[config.mk]
export PLATFORM = sky130hd
export DESIGN_NAME = switch_matrix_cfg_flat
export DESIGN_NICKNAME = d
export VERILOG_FILES = /design/src/rtl/switch_matrix_cfg_if.sv /design/src/rtl/switch_matrix_cfg.sv /design/src/flat_wrapper.sv
export SDC_FILE = /design/constraint.sdc
export NUM_CORES = 1
export LEC_CHECK = 0
export ABC_CLOCK_PERIOD_IN_PS = 8700
export CAP_MARGIN = 40
export CORE_ASPECT_RATIO = 0.5
export CORE_MARGIN = 10
export CORE_UTILIZATION = 40
export DETAILED_ROUTE_END_ITERATION = 7
export GPL_ROUTABILITY_DRIVEN = 0
export GPL_TIMING_DRIVEN = 0
export HOLD_SLACK_MARGIN = 0.12
export PLACE_DENSITY = 0.65
export SLEW_MARGIN = 20
export SYNTH_ARGS = -nofsm -noshare
export SYNTH_HDL_FRONTEND = slang
export SYNTH_SLANG_ARGS = --single-unit
export TNS_END_PERCENT = 1
[constraint.sdc]
create_clock -name clk -period 8.7 [get_ports clk]
set_input_delay 1.305 -clock clk [delete_from_list [all_inputs] [get_ports clk]]
set_output_delay 1.305 -clock clk [all_outputs]
set_load 0.02 [all_outputs]
[src/rtl/switch_matrix_cfg_if.sv]
// Configuration and readback port of the switch box. The controller drives the
// master side; the switch box exposes the slave side.
interface switch_matrix_cfg_if #(
  parameter int W_TB = 5,
  parameter int W_LR = 4
);
  localparam int N     = 2 * W_TB + 2 * W_LR;
  localparam int WMAX  = (W_TB > W_LR) ? W_TB : W_LR;
  localparam int IDX_W = $clog2(WMAX);
  localparam int AW    = $clog2(N);
  localparam int CW    = 3 + IDX_W;

  logic          cfg_valid;
  logic          cfg_ready;
  logic [AW-1:0] cfg_addr;
  logic [CW-1:0] cfg_data;
  logic          cfg_commit;
  logic          cfg_clear;
  logic          cfg_done;
  logic          cfg_err;
  logic [AW-1:0] rd_addr;
  logic [CW-1:0] rd_data;

  modport master (
    output cfg_valid, cfg_addr, cfg_data, cfg_commit, cfg_clear, rd_addr,
    input  cfg_ready, cfg_done, cfg_err, rd_data
  );

  modport slave (
    input  cfg_valid, cfg_addr, cfg_data, cfg_commit, cfg_clear, rd_addr,
    output cfg_ready, cfg_done, cfg_err, rd_data
  );
endinterface

[src/rtl/switch_matrix_cfg.sv]
// Double-buffered routing switch box: writes land in a shadow table, a commit
// copies it atomically into the active table that steers the combinational pins.
//
//   state    | meaning
//   ---------+-----------------------------------------------------------
//   S_IDLE   | accepting writes; commit or clear requests are sampled here
//   S_COMMIT | one cycle: active table <= shadow table, pulse cfg_done
//   S_CLEAR  | N cycles: zero one shadow entry per cycle, then pulse cfg_done
module switch_matrix_cfg #(
  parameter int W_TB = 5,
  parameter int W_LR = 4
) (
  input  logic             clk,
  input  logic             rst,
  input  logic [W_TB-1:0]  top_i,
  input  logic [W_TB-1:0]  bottom_i,
  input  logic [W_LR-1:0]  right_i,
  input  logic [W_LR-1:0]  left_i,
  output logic [W_TB-1:0]  top_o,
  output logic [W_TB-1:0]  top_oe,
  output logic [W_TB-1:0]  bottom_o,
  output logic [W_TB-1:0]  bottom_oe,
  output logic [W_LR-1:0]  right_o,
  output logic [W_LR-1:0]  right_oe,
  output logic [W_LR-1:0]  left_o,
  output logic [W_LR-1:0]  left_oe,
  switch_matrix_cfg_if.slave cfg
);
  localparam int N     = 2 * W_TB + 2 * W_LR;
  localparam int WMAX  = (W_TB > W_LR) ? W_TB : W_LR;
  localparam int IDX_W = $clog2(WMAX);
  localparam int AW    = $clog2(N);
  localparam int CW    = 3 + IDX_W;
  localparam int PADW  = 1 << IDX_W;

  localparam logic [AW-1:0]    ADDR_LAST = AW'(N - 1);
  localparam logic [IDX_W-1:0] TB_MAX    = IDX_W'(W_TB - 1);
  localparam logic [IDX_W-1:0] LR_MAX    = IDX_W'(W_LR - 1);

  typedef enum logic [1:0] {S_IDLE, S_COMMIT, S_CLEAR} state_t;

  state_t           state;
  logic [AW-1:0]    counter;
  logic [CW-1:0]    shadow [N];
  logic [CW-1:0]    active [N];

  logic [2:0]       wr_code;
  logic [IDX_W-1:0] wr_idx;
  logic             wr_legal;
  logic             wr_fire;
  logic [CW-1:0]    rd_next;

  assign cfg.cfg_ready = (state == S_IDLE) && !cfg.cfg_clear;
  assign wr_fire       = cfg.cfg_valid && cfg.cfg_ready;
  assign wr_code       = cfg.cfg_data[2:0];
  assign wr_idx        = cfg.cfg_data[CW-1:3];

  always_comb begin
    wr_legal = 1'b0;
    case (wr_code)
      3'd0:       wr_legal = 1'b1;
      3'd1, 3'd3: wr_legal = (wr_idx <= TB_MAX);
      3'd2, 3'd4: wr_legal = (wr_idx <= LR_MAX);
      default:    wr_legal = 1'b0;
    endcase
    wr_legal = wr_legal && (cfg.cfg_addr <= ADDR_LAST);
  end

  // Out-of-range readback addresses match no entry and return zero.
  always_comb begin
    rd_next = '0;
    for (int i = 0; i < N; i++)
      if (cfg.rd_addr == AW'(i)) rd_next = shadow[i];
  end

  always_ff @(posedge clk) begin
    if (rst) begin
      state        <= S_IDLE;
      counter      <= '0;
      cfg.cfg_done <= 1'b0;
      cfg.cfg_err  <= 1'b0;
      cfg.rd_data  <= '0;
      for (int i = 0; i < N; i++) begin
        shadow[i] <= '0;
        active[i] <= '0;
      end
    end else begin
      cfg.cfg_done <= 1'b0;
      cfg.rd_data  <= rd_next;
      case (state)
        S_IDLE: begin
          if (cfg.cfg_clear) begin
            state   <= S_CLEAR;
            counter <= '0;
          end else begin
            if (wr_fire) begin
              if (wr_legal) begin
                for (int i = 0; i < N; i++)
                  if (cfg.cfg_addr == AW'(i)) shadow[i] <= cfg.cfg_data;
              end else begin
                cfg.cfg_err <= 1'b1;
              end
            end
            if (cfg.cfg_commit) state <= S_COMMIT;
          end
        end
        S_COMMIT: begin
          for (int i = 0; i < N; i++) active[i] <= shadow[i];
          cfg.cfg_done <= 1'b1;
          state        <= S_IDLE;
        end
        S_CLEAR: begin
          for (int i = 0; i < N; i++)
            if (counter == AW'(i)) shadow[i] <= '0;
          counter <= counter + 1'b1;
          if (counter == ADDR_LAST) begin
            cfg.cfg_done <= 1'b1;
            cfg.cfg_err  <= 1'b0;
            state        <= S_IDLE;
          end
        end
        default: state <= S_IDLE;
      endcase
    end
  end

  // Track inputs are zero-padded so an IDX_W-bit index always selects in range.
  logic [PADW-1:0] top_pad, bottom_pad, right_pad, left_pad;
  logic [N-1:0]    route_o, route_oe;

  assign top_pad    = PADW'(top_i);
  assign bottom_pad = PADW'(bottom_i);
  assign right_pad  = PADW'(right_i);
  assign left_pad   = PADW'(left_i);

  always_comb begin
    route_o  = '0;
    route_oe = '0;
    for (int p = 0; p < N; p++) begin
      case (active[p][2:0])
        3'd1: begin route_o[p] = top_pad[active[p][CW-1:3]];    route_oe[p] = 1'b1; end
        3'd2: begin route_o[p] = right_pad[active[p][CW-1:3]];  route_oe[p] = 1'b1; end
        3'd3: begin route_o[p] = bottom_pad[active[p][CW-1:3]]; route_oe[p] = 1'b1; end
        3'd4: begin route_o[p] = left_pad[active[p][CW-1:3]];   route_oe[p] = 1'b1; end
        default: begin route_o[p] = 1'b0; route_oe[p] = 1'b0; end
      endcase
    end
  end

  assign top_o     = route_o[W_TB-1:0];
  assign top_oe    = route_oe[W_TB-1:0];
  assign right_o   = route_o[W_TB +: W_LR];
  assign right_oe  = route_oe[W_TB +: W_LR];
  assign bottom_o  = route_o[W_TB+W_LR +: W_TB];
  assign bottom_oe = route_oe[W_TB+W_LR +: W_TB];
  assign left_o    = route_o[2*W_TB+W_LR +: W_LR];
  assign left_oe   = route_oe[2*W_TB+W_LR +: W_LR];
endmodule

[src/flat_wrapper.sv]
// flat-port wrapper written by rule: the top's interface ports become plain ports
module switch_matrix_cfg_flat 
#(
  parameter int W_TB = 5,
  parameter int W_LR = 4
)
  (clk, rst, top_i, bottom_i, right_i, left_i, top_o, top_oe, bottom_o, bottom_oe, right_o, right_oe, left_o, left_oe, cfg_cfg_valid, cfg_cfg_addr, cfg_cfg_data, cfg_cfg_commit, cfg_cfg_clear, cfg_rd_addr, cfg_cfg_ready, cfg_cfg_done, cfg_cfg_err, cfg_rd_data);
  switch_matrix_cfg_if #(.W_TB(W_TB), .W_LR(W_LR)) cfg_i ();
  input  logic clk;
  input  logic rst;
  input  logic [W_TB-1:0] top_i;
  input  logic [W_TB-1:0] bottom_i;
  input  logic [W_LR-1:0] right_i;
  input  logic [W_LR-1:0] left_i;
  output logic [W_TB-1:0] top_o;
  output logic [W_TB-1:0] top_oe;
  output logic [W_TB-1:0] bottom_o;
  output logic [W_TB-1:0] bottom_oe;
  output logic [W_LR-1:0] right_o;
  output logic [W_LR-1:0] right_oe;
  output logic [W_LR-1:0] left_o;
  output logic [W_LR-1:0] left_oe;
  input wire logic [$bits(cfg_i.cfg_valid)-1:0] cfg_cfg_valid;
  input wire logic [$bits(cfg_i.cfg_addr)-1:0] cfg_cfg_addr;
  input wire logic [$bits(cfg_i.cfg_data)-1:0] cfg_cfg_data;
  input wire logic [$bits(cfg_i.cfg_commit)-1:0] cfg_cfg_commit;
  input wire logic [$bits(cfg_i.cfg_clear)-1:0] cfg_cfg_clear;
  input wire logic [$bits(cfg_i.rd_addr)-1:0] cfg_rd_addr;
  output wire logic [$bits(cfg_i.cfg_ready)-1:0] cfg_cfg_ready;
  output wire logic [$bits(cfg_i.cfg_done)-1:0] cfg_cfg_done;
  output wire logic [$bits(cfg_i.cfg_err)-1:0] cfg_cfg_err;
  output wire logic [$bits(cfg_i.rd_data)-1:0] cfg_rd_data;
  assign cfg_i.cfg_valid = cfg_cfg_valid;
  assign cfg_i.cfg_addr = cfg_cfg_addr;
  assign cfg_i.cfg_data = cfg_cfg_data;
  assign cfg_i.cfg_commit = cfg_cfg_commit;
  assign cfg_i.cfg_clear = cfg_cfg_clear;
  assign cfg_i.rd_addr = cfg_rd_addr;
  assign cfg_cfg_ready = cfg_i.cfg_ready;
  assign cfg_cfg_done = cfg_i.cfg_done;
  assign cfg_cfg_err = cfg_i.cfg_err;
  assign cfg_rd_data = cfg_i.rd_data;
  switch_matrix_cfg #(.W_TB(W_TB), .W_LR(W_LR)) u_core (.clk(clk), .rst(rst), .top_i(top_i), .bottom_i(bottom_i), .right_i(right_i), .left_i(left_i), .top_o(top_o), .top_oe(top_oe), .bottom_o(bottom_o), .bottom_oe(bottom_oe), .right_o(right_o), .right_oe(right_oe), .left_o(left_o), .left_oe(left_oe), .cfg(cfg_i));
endmodule
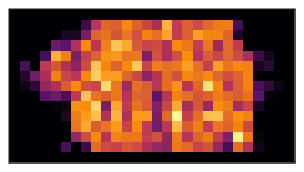
*Cell density map, run 1*
Drawn at 1 px/um. The die is cut into 28 by 15 equal tiles; black is low, pale yellow is high, 0 to 100% covered.
nearly empty tiles: 36%
densest ninth of the die: center
mean over tiles: 36%
fullest tile: 98%
tiles over 75% full: 8.8%
Core ar.: 34470 sq um
end-of-flow core utilization: 46.82%
Initial Util: 40.55%

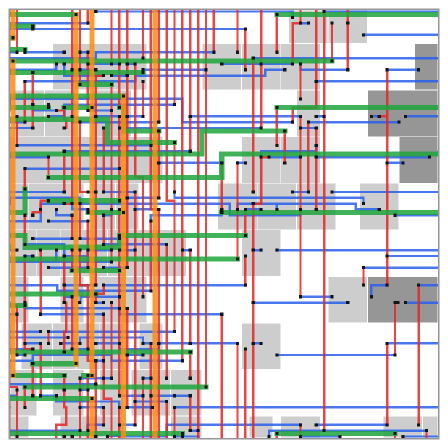
*A small window of the routed layout, run 1*
Window x 130 to 155, y 64 to 89 um. Cells in gray, sequential cells in the stronger gray; small squares are vias.
[metal 1] blue
[metal 4] orange
[metal 2] red
[metal 3] green
cells with their middle in the window: 42
sequential cells in the window: 0
most frequent: and2_1 (14), clkbuf_1 (4)

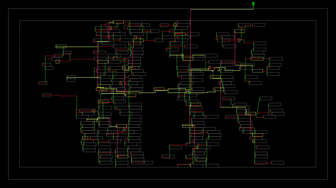
*Clock nets, run 1*
clock latency reported for the late side of the worst-skew pair: 530 ps
clk_skew: 14.08 ps

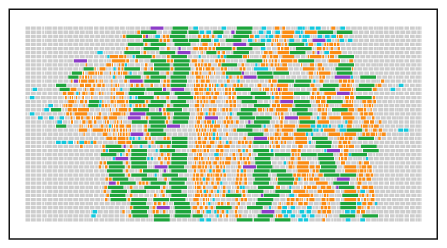
*Placed cells, one color a class, run 1*
Drawn at 1.5 px/um. Fill, decap, tap and diode cells in gray.
[combinational and other logic] orange | cells: 936
[flops] green | cells: 231
[clock drivers and dummy loads] purple | cells: 40
[other buffers and delay cells] cyan | cells: 178
final cell area excluding filler cells: 16140 sq um
Row Count: 48
Seq/total area: 42.04%

==> results.toml, run 1 <==
# physical design summary
[final_timing]
hold_slack_final_ps = 498.0
maxClockFrequency_mhz = 179.3
worst_slew_margin_rel_pct = 40.96

[global_route]
gr-usage-all-layers_pct = 19.31
global_route.usage.met2_pct = 28.01

[floorplanning]
tapCellCount = 475

[run_status]
outcome = "finished, final reports clean"

[routing]
ant_nets = 0
detailedRoute.firstIterationViolations = 1733

[cts]
clock_sink_count = 231
maximum_clock_path_buffer_count = 3
holdBufCountCts = 0

[pwr]
power.static_leakage_nw = 5.631
cellPowerDensity_nw_per_um2 = 173.5
power.sequential.fraction_pct = 48.0
switching_power_summed_over_all_nets_mw = 0.7603

[worst_setup_path]
setup.reg_to_reg.worst_slack_ps = 5830
critical-path-top-cell-by-count = "sky130_fd_sc_hd__clkdlybuf4s50_1"
critical_path.reg2reg.startpoint = "u_core.state[0]"
cpMaxStageDelayCell = "sky130_fd_sc_hd__clkdlybuf4s50_1"
crit_path_start_kind = "input pin"
critPathBufInv = 3

[synthesis]
synthAdderAreaFrac_pct = 0.7161
synth.logic.top_family = "simple AND/OR/NAND/NOR gates"
synth_flops = 231
synth_cell_type_count = 75
simple_gate_share_pct = 21.20

[cells_and_area]
fillers = 3179
==> run 2: changes to the inputs <==
Settings changed: ABC_CLOCK_PERIOD_IN_PS 8700 to 5400.
Clock period 8.7 ns to 5.4 ns, I/O delays scaled along.
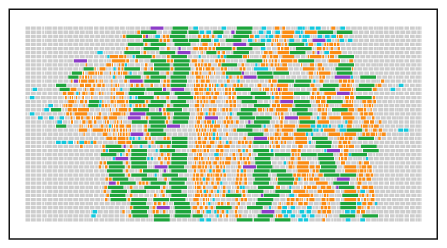
*Placed cells, one color a class, run 2*
Drawn at 1.5 px/um. Fill, decap, tap and diode cells in gray.

==> run 2 against run 1 <==
Compared with the run above:
- combinational power is 61% higher
- via count stayed put
- die size stayed put
- synthesized cell count stayed put
- final cell count stayed put
- sequential share of layout area stayed put
- synthesized area stayed put
==> results.toml, run 2 <==
# physical design summary
[run_status]
outcome = "finished, final reports clean"

[global_route]
gr-usage-all-layers_pct = 19.31
grt_pass1_vias = 10310
global_route.usage.met2_pct = 28.01

[cells_and_area]
finish.utilization_pct = 46.82
fillers = 3179
seqAreaFraction_pct = 42.04
stdcell_area_sq_um = 16140
area_dominant_class = "registers"
num-nonclk-buffers = 178

[final_timing]
timing.clock.skew_ps = 14.08
maxClockFrequency_mhz = 218.0
timing.final.max_slew_violations = 0

[cts]
clock_sink_count = 231
clock.latency.late_pin_ps = 530
holdBufCountCts = 0
maximum_clock_path_buffer_count = 3

[worst_setup_path]
setup.reg_to_reg.worst_slack_ps = 2530
critical-path-top-cell-by-count = "sky130_fd_sc_hd__clkdlybuf4s50_1"
critical_path.reg2reg.startpoint = "u_core.state[0]"
critPathBufInv = 3
crit_path_start_kind = "input pin"
cpLargestDelayFamily = "buffers and inverters"

[routing]
ant_nets = 0
detailedRoute.firstIterationViolations = 1733
routed_wl_mm = 44.10
met3_wirelength_mm = 5.141

[pwr]
worst_ir_drop_vdd_mv = 0.1978
switching_power_summed_over_all_nets_mw = 1.225
power.sequential.fraction_pct = 48.0
power.static_leakage_nw = 5.631
comb_pwr_share_pct = 17.2

[job]
count_of_warning_messages_emitted_by_the_tools = 31

[floorplanning]
placement_rows = 48
tapCellCount = 475
core_sq_um = 34470
fp-utilization_pct = 40.55

[synthesis]
yosys_area_sq_um = 13980
synth_flops = 231
yosys_most_used_dff = "sky130_fd_sc_hd__edfxtp_1"
synthAdderAreaFrac_pct = 0.7161
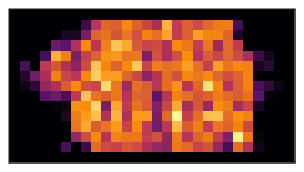
*Cell density map, run 2*
Drawn at 1 px/um. The die is cut into 28 by 15 equal tiles; black is low, pale yellow is high, 0 to 100% covered.
mean over tiles: 36%
densest ninth of the die: center
fullest tile: 98%

Power and IR drop assume default switching activity.
